==> config.mk <==
export PLATFORM = sky130hd
export DESIGN_NAME = uart_receiver
export DESIGN_NICKNAME = d
export VERILOG_FILES = /design/src/rtl/uart_receiver.sv
export SDC_FILE = /design/constraint.sdc
export NUM_CORES = 1
export LEC_CHECK = 0
export CORE_MARGIN = 1.5
export CORE_UTILIZATION = 59
export CTS_BUF_LIST = sky130_fd_sc_hd__clkbuf_16
export DETAILED_ROUTE_END_ITERATION = 12
export PLACE_DENSITY = 0.8
export SETUP_SLACK_MARGIN = 0.4
export SLEW_MARGIN = 20
export SYNTH_ARGS = -nofsm -noshare
export SYNTH_HDL_FRONTEND = slang
export SYNTH_SLANG_ARGS = --single-unit
==> constraint.sdc <==
create_clock -name sys_clk -period 2.9 [get_ports sys_clk]
set_input_delay 0.435 -clock sys_clk [delete_from_list [all_inputs] [get_ports sys_clk]]
set_output_delay 0.435 -clock sys_clk [all_outputs]
set_load 0.02 [all_outputs]
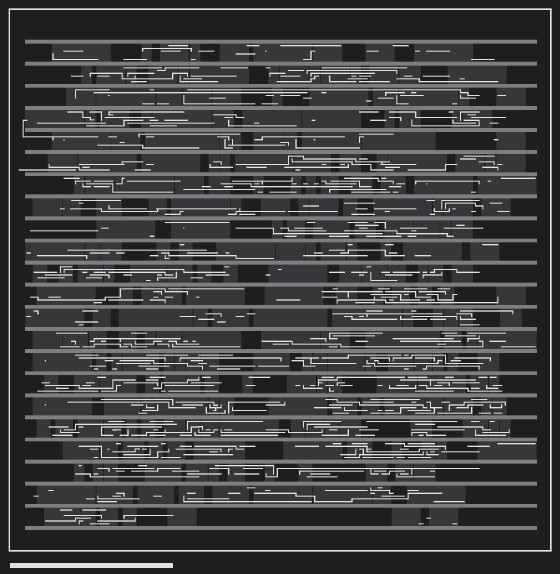
**Above:** run 1 (met1 routing).
Scale bar: 20 um. Supply wires on this layer in grey.
The wires run mostly horizontal. The longest straight run is 33.6 um. The layer carries 2220 um of wire. 273 nets have wire on it.
GR met1 Demand/Resource: 0.307
final wirelength: 4800 um
DR vias: 1925

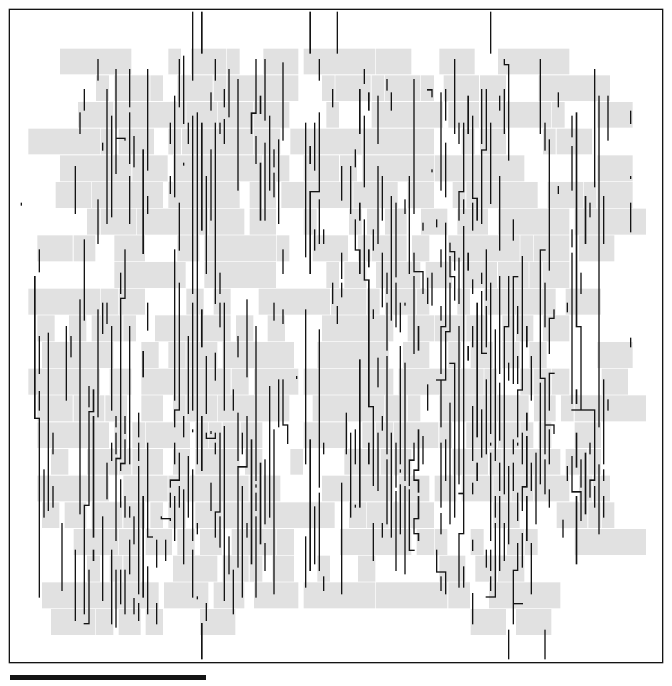
**Above:** run 1 (the metal 2 layer).
Scale bar: 20 um.
The wires run mostly vertical. The layer holds 47% of the routed length. 248 nets have wire on it.
GR Layer Usage met2: 0.404

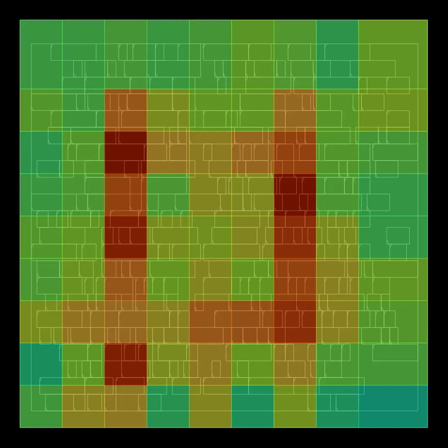
**Above:** run 1 (routing congestion).
total routing resource utilization after global routing: 0.244
global routing usage on met3: 0.0494
most used routing layer in global routing: met2

==> summary.txt, run 1 <==
Implementation results

The run finished with clean final reports. At the worst endpoint, the required time is 3.10 ns. The instance count along the most critical hold path is 1.

198 cells are multi-input combinational gates. The power report attributes to the sequential group a share of 0.522. The number of synthesized flops with an enable pin is 0.

The first global-routing pass estimated 8130 um of wire. The number of antenna cells inserted is 0. The share of synthesized cell area in and, or, nand and nor gates is 0.251. The number of cells on the worst reg-to-reg path is 5. The number of buffers created by CTS is 5. STA reports a reg2reg setup slack of about 0.89 ns. The worst hold path belongs to the class flop to flop. Ranked by power, first place goes to sequential cells. The number of nets in the synthesized netlist is 288.

Measured along the y axis, the die boundary spans 66.4 um. There are approximately 46 flip-flops and latches. STA classifies the critical path endpoint as a flop. The maximum clock rate is 0.418 GHz. The top-area cell type share of the netlist area is 0.388. The count of instances resized after the clock tree is built is 1. The combinational cell area excluding buffers and inverters is ~0.0014 mm^2. The clock share of power is 0.425.

The initial detailed-routing violation count is 178. In this run the number of H-tree levels came out at 2. Of the total synthesized cell area, the portion taken by full adders, half adders and majority gates is 0.0790.

The pin count of the biggest net entering global routing is 21. The script extracted a net switching power of 265 uW. The timing report shows that the slowest cell on the worst path is clkdlybuf4s50_1.

The data arrival time of the worst path is 2.59 ns. Per STA, the highest per-stage delay on the worst path measures between 0.5 and 0.6 ns. With fillers left out, the area of the finished cells amounts to roughly 0.0027 mm^2. The number of OpenROAD warnings is 26. The clock distribution power is 528 uW.

Setup repair after global routing left no endpoint under its margin. The internal power consumption is between 900 and 1000 uW. Across all hold checks on the routed design, the worst slack comes to 0.414 ns. Leaving out fill and tap cells, the most frequent cells in the layout are dfxtp_1, nand2_1, nor2_1, mux2i_1, clkdlybuf4s50_1. The startpoint class of the critical path is a primary input. Yosys reported that registers with async set or reset make up 0. The power report attributes to the combinational group a share of 0.053. Counting endpoints that fail hold in the final report gives 0. The total of warnings raised by yosys is 0. Once the clock tree was built, the setup fixing pass inserted 0 buffers. The count of buffers added on input and output ports is 16. The number of flip-flops under the largest register name is 11. TritonCTS built the clock tree. The final-stage net count is 298.

Setup total negative slack on the finished layout was measured at 0 ns. The flip-flop and latch count after synthesis is 46. The site row count is 22. After synthesis, the mean cell area works out to between 8 and 9 um^2. The script logs the ratio of routed vias to standard cells as 5.89. Summed over all layers, the global routing overflow is 0.

The initial antenna violation count is 0. The power dissipated in combinational cells is 65.8 uW. The quantity of hold-fixing buffers added after cts is 0. Dividing the detail-routed wire length by the instance count gives 14.7 um. The via count of the first global-routing pass is 1780.

Measured on the final layout, the clock distribution area share stands at 0.0511. The startpoint-to-endpoint class of the critical path is primary input to flop. Looking at the worst setup and hold paths, the clock pins of their registers show a slew of roughly 0.060 ns. The leakage power in the latest report is 0.00109 uW. The flow inserted 48 tap cells. The total die size is 0.00441 mm^2. The post-layout period usage of the worst path is 0.825. The core box area is 0.00377 mm^2. The top cell type in the final layout, fill and taps aside, is dfxtp_1. The commonest cells after synthesis are dfxtp_1, nand2_1, nor2_1.

The worst voltage drop across the vdd grid is 0.472 mV. For reference, the final report shows the max-slew violation count at 0. The inverter tally of the final layout excluding the clock network is 7. The clock reaches the later pin of the worst-skew pair after 0.28 ns. The logic share of the area is 0.504.

The tree is rooted in a clkbuf_16. The final-layout fill cell count is 312. The post-synthesis cell area is 0.00237 mm^2. Counting every sink on the clock net gives 46.

The shortest clock period the worst path allows after layout is 2.39 ns. For this design the ratio of total power to cell area is between 400 and 500 mW/mm^2. After layout, the setup clock skew is reported as 0.00415 ns.

The tightest slew margin relative to the limit is 0.636.
[run 1: layer usage]
metal | wire length, um | part of all wire | GRT usage | up-vias
met5 | 0 | 0 | 0 | -
met4 | 89 | 0.019 | 0.102 | 0
met3 | 214 | 0.045 | 0.0494 | 10
met2 | 2280 | 0.47 | 0.404 | 45
met1 | 2220 | 0.46 | 0.307 | 891
li1 | - | - | - | 979
[run 1: metrics by stage]
step                      power [uW]  setup WS [ns]
final                           1240          0.509
after global routing            1290          0.402
after CTS                       1260          0.447
after detailed placement         727         0.0907
after global placement           724          0.189
after floorplan                  703          0.842
[run 1: worst max-delay path, delay by kind of cell]
family | cells | cell delay, ns
AND-OR/OR-AND | 3 | 0.78
AND/OR/NAND/NOR | 3 | 0.55
buffers and inverters | 1 | 0.51
adder cells (fa/ha/maj) | 1 | 0.32
**Run 1: drive-strength map**

Scale bar: 20 um.
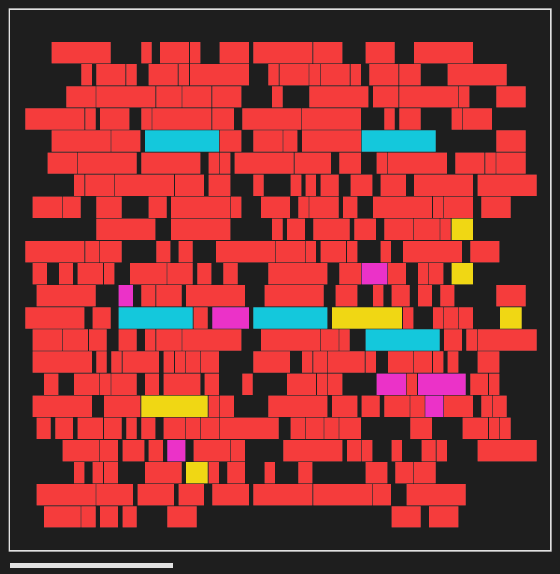

==> run 1 -> run 2 <==
--- a/config.mk
+++ b/config.mk
@@ -6,10 +6,10 @@
 export NUM_CORES = 1
 export LEC_CHECK = 0
 export CORE_MARGIN = 1.5
-export CORE_UTILIZATION = 59
+export CORE_UTILIZATION = 58
 export CTS_BUF_LIST = sky130_fd_sc_hd__clkbuf_16
 export DETAILED_ROUTE_END_ITERATION = 12
-export PLACE_DENSITY = 0.8
+export PLACE_DENSITY = 0.79
 export SETUP_SLACK_MARGIN = 0.4
 export SLEW_MARGIN = 20
 export SYNTH_ARGS = -nofsm -noshare
==> constraint.sdc (replaced) <==
create_clock -name sys_clk -period 2.4 [get_ports sys_clk]
set_input_delay 0.36 -clock sys_clk [delete_from_list [all_inputs] [get_ports sys_clk]]
set_output_delay 0.36 -clock sys_clk [all_outputs]
set_load 0.02 [all_outputs]
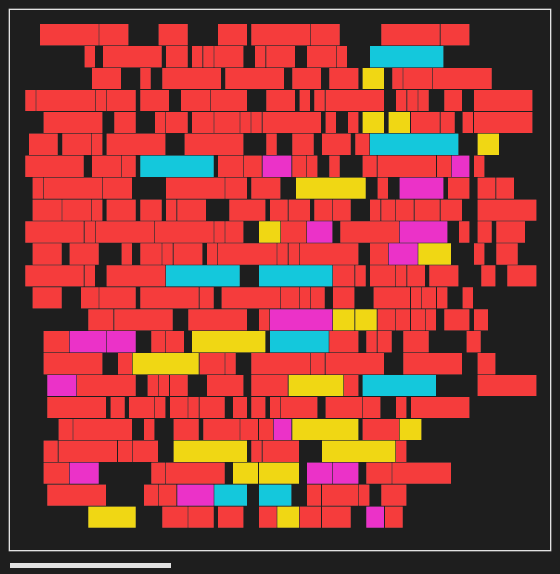
**Above:** run 2 (drive-strength map).
Scale bar: 20 um.
drive 3 to 4: drawn in yellow, cells 20, most used buf_4. drive 2: drawn in magenta, cells 16, most used nor3_2. drive 6 and up: drawn in cyan, cells 9, most used clkbuf_16. drive 1 or less: drawn in red, cells 242, most used dfxtp_1.
post-layout worst setup margin: 0.485 ns
Finished Cell Area: 0.00294 mm^2
count of plain and timing-repair buffers: 27
Layout area overhead: 23.7%

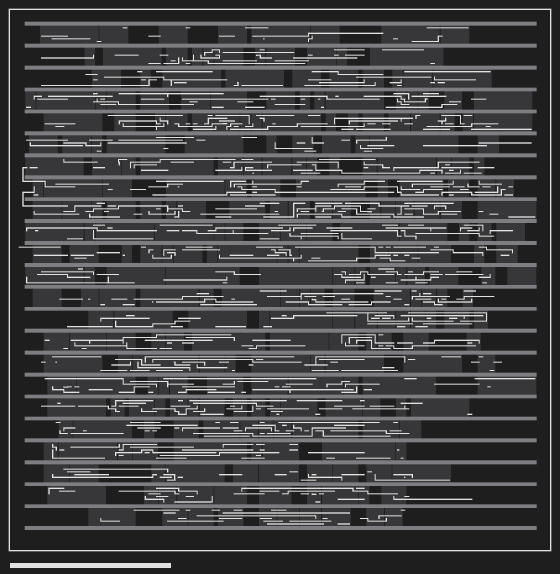
**Above:** run 2 (met1 routing).
Scale bar: 20 um. Supply wires on this layer in grey.
The layer carries 2390 um of wire. 284 nets have wire on it. The longest straight run is 18.9 um. The layer holds 46% of the routed length. The wires run mostly horizontal.
final wirelength: 5250 um
DR vias: 2002
GR met1 Demand/Resource: 0.333

==> run 2 against run 1 <==
Effect of this change:
- critical path depth up 1
- highest routed layer unchanged
- combinational power up about 70%
- die size up 1.6%
- first-iteration DRC count down 47%
- wire length up 9.4%
- largest power group unchanged
- setup slack worse by 0.024 ns
- global-route usage up 2.2 points
- clock skew up 0.00057 ns
- clock power up 46%
==> summary.txt, run 2 <==
Implementation results

The worst voltage drop across the vdd grid was 0.519 mV (+9.9%). The class of the tightest hold or removal check is flop to flop. The startpoint class of the critical path is a primary input. The number of flip-flops under the largest register name was 11 (unchanged). The power density normalized to cell area is 567 mW/mm^2 (+23%). The site row count came to 23 (+4.5%). The number of H-tree levels is 2 (unchanged).

The leakage power total is 0.00117 uW (+7.8%). By count the netlist is led by dfxtp_1, nand2_1, nor2_1. The number of OpenROAD warnings is 27 (+3.8%). The post-synthesis cell area is 0.00237 mm^2 (unchanged). The worst setup path is captured at a flop. The flip-flop and latch count after synthesis is 46 (unchanged). The total of warnings raised by yosys is 0 (unchanged). The switching power summed over all nets is 356 uW (+34%). The number of setup buffers added after CTS was 1 (+1). The total die size came to 0.00449 mm^2 (+1.6%). The total chip power is 1670 uW (+34%). The share of synthesized registers carrying an async set or reset was 0 (unchanged). The largest delay contributor family on the critical path is buffers and inverters.

The via count of the first global-routing pass came to 2004 (+13%). The core box area is 0.00397 mm^2 (+5.3%). Clock tree synthesis selected as its root buffer the cell clkbuf_16. The global router reports that the layer with the highest usage is met2. The final number of max-transition violations is 0 (unchanged). The part of the power in combinational logic is 0.067 (+0.014). The clock network latency to the later pin of the worst-skew pair is 0.29 ns (about the same). The wire length per cell after detailed routing is 15.6 um (+6.1%). The clock-pin slew on the worst setup and hold paths came to 0.06 ns (about the same). The maximum clock rate is 0.522 GHz. For the finished layout, the period the worst path requires is 1.91 ns.

The global-route wire length before repair came to 9000 um (+11%). The initial antenna violation count was 0 (unchanged). The startpoint-to-endpoint class of the critical path is primary input to flop. The number of nets in the synthesized netlist came to 288 (unchanged).

The post-layout period usage of the worst path is 0.798. The pin count of the biggest net entering global routing is 21 (unchanged). The data arrival time of the worst path was 2.11 ns (-0.48 ns). The synthesized area per cell is 8.86 um^2 (unchanged). TritonCTS built the clock tree. The tightest slew margin relative to the limit is 0.652 (+0.0165). The number of buffers created by CTS is 5 (unchanged). The number of synthesized flops with an enable pin is 0 (unchanged). The count of buffers from port buffering is 16 (unchanged). The met2 wire length is 2530 um (+11%). Ranking logic cells in the layout by count gives the top entries dfxtp_1, nand2_1, nor2_1, mux2i_1, clkdlybuf4s50_1. The met3 capacity usage during global routing is 0.0541 (+0.00465). The top-area cell type share of the netlist area was 0.388 (unchanged). The adder and majority cell fraction of the synthesized area is 0.0790 (unchanged). The top cell type in the final layout, fill and taps aside, is dfxtp_1.

The leftover overflow at the end of global routing is 0 (unchanged). The final sum of negative setup slack came to 0 ns (unchanged). The number of antenna cells inserted came to 0 (unchanged).

The overall track demand over capacity in global routing is 0.266 (+0.0222). The post-placement setup slack is -0.185 ns (-0.276 ns). The worst endpoint required time was 2.60 ns (-0.50 ns).

The number of gates on the worst path with buffers counted is 9 (+1). Routed signal wires occupy layers up through met4. The run finished with clean final reports. The met1 wire length was 2390 um (+8.0%).
run 2: cell types whose count changed in the layout (fill, tap and decap cells not counted), moves of 3 or more:
| cell | before | now |
|---|---|---|
| buf_4 | 4 | 8 |
| nor3_2 | 0 | 4 |
| ha_1 | 15 | 12 |
| ha_4 | 0 | 3 |
| nor3_1 | 10 | 5 |
run 2: power by group through the flow:
stage                     registers [uW]  clock network, uW  logic (uW)
after floorplan                      796                  0        53.1
after global placement               800                  0        87.1
after detailed placement             800                  0        89.9
after CTS                            783                782         106
after global routing                 784                809         123
final                                784                770         112
run 2: layout make-up:
cell class	instances	area (um^2)
multi-input combinational	199	1500
fill	282	1030
sequential	46	922
timing repair buffer	27	260
clock buffer	5	125
tap	50	62.6
clock inverter	3	41.3
inverter	7	26.3
Power and IR drop assume default switching activity.
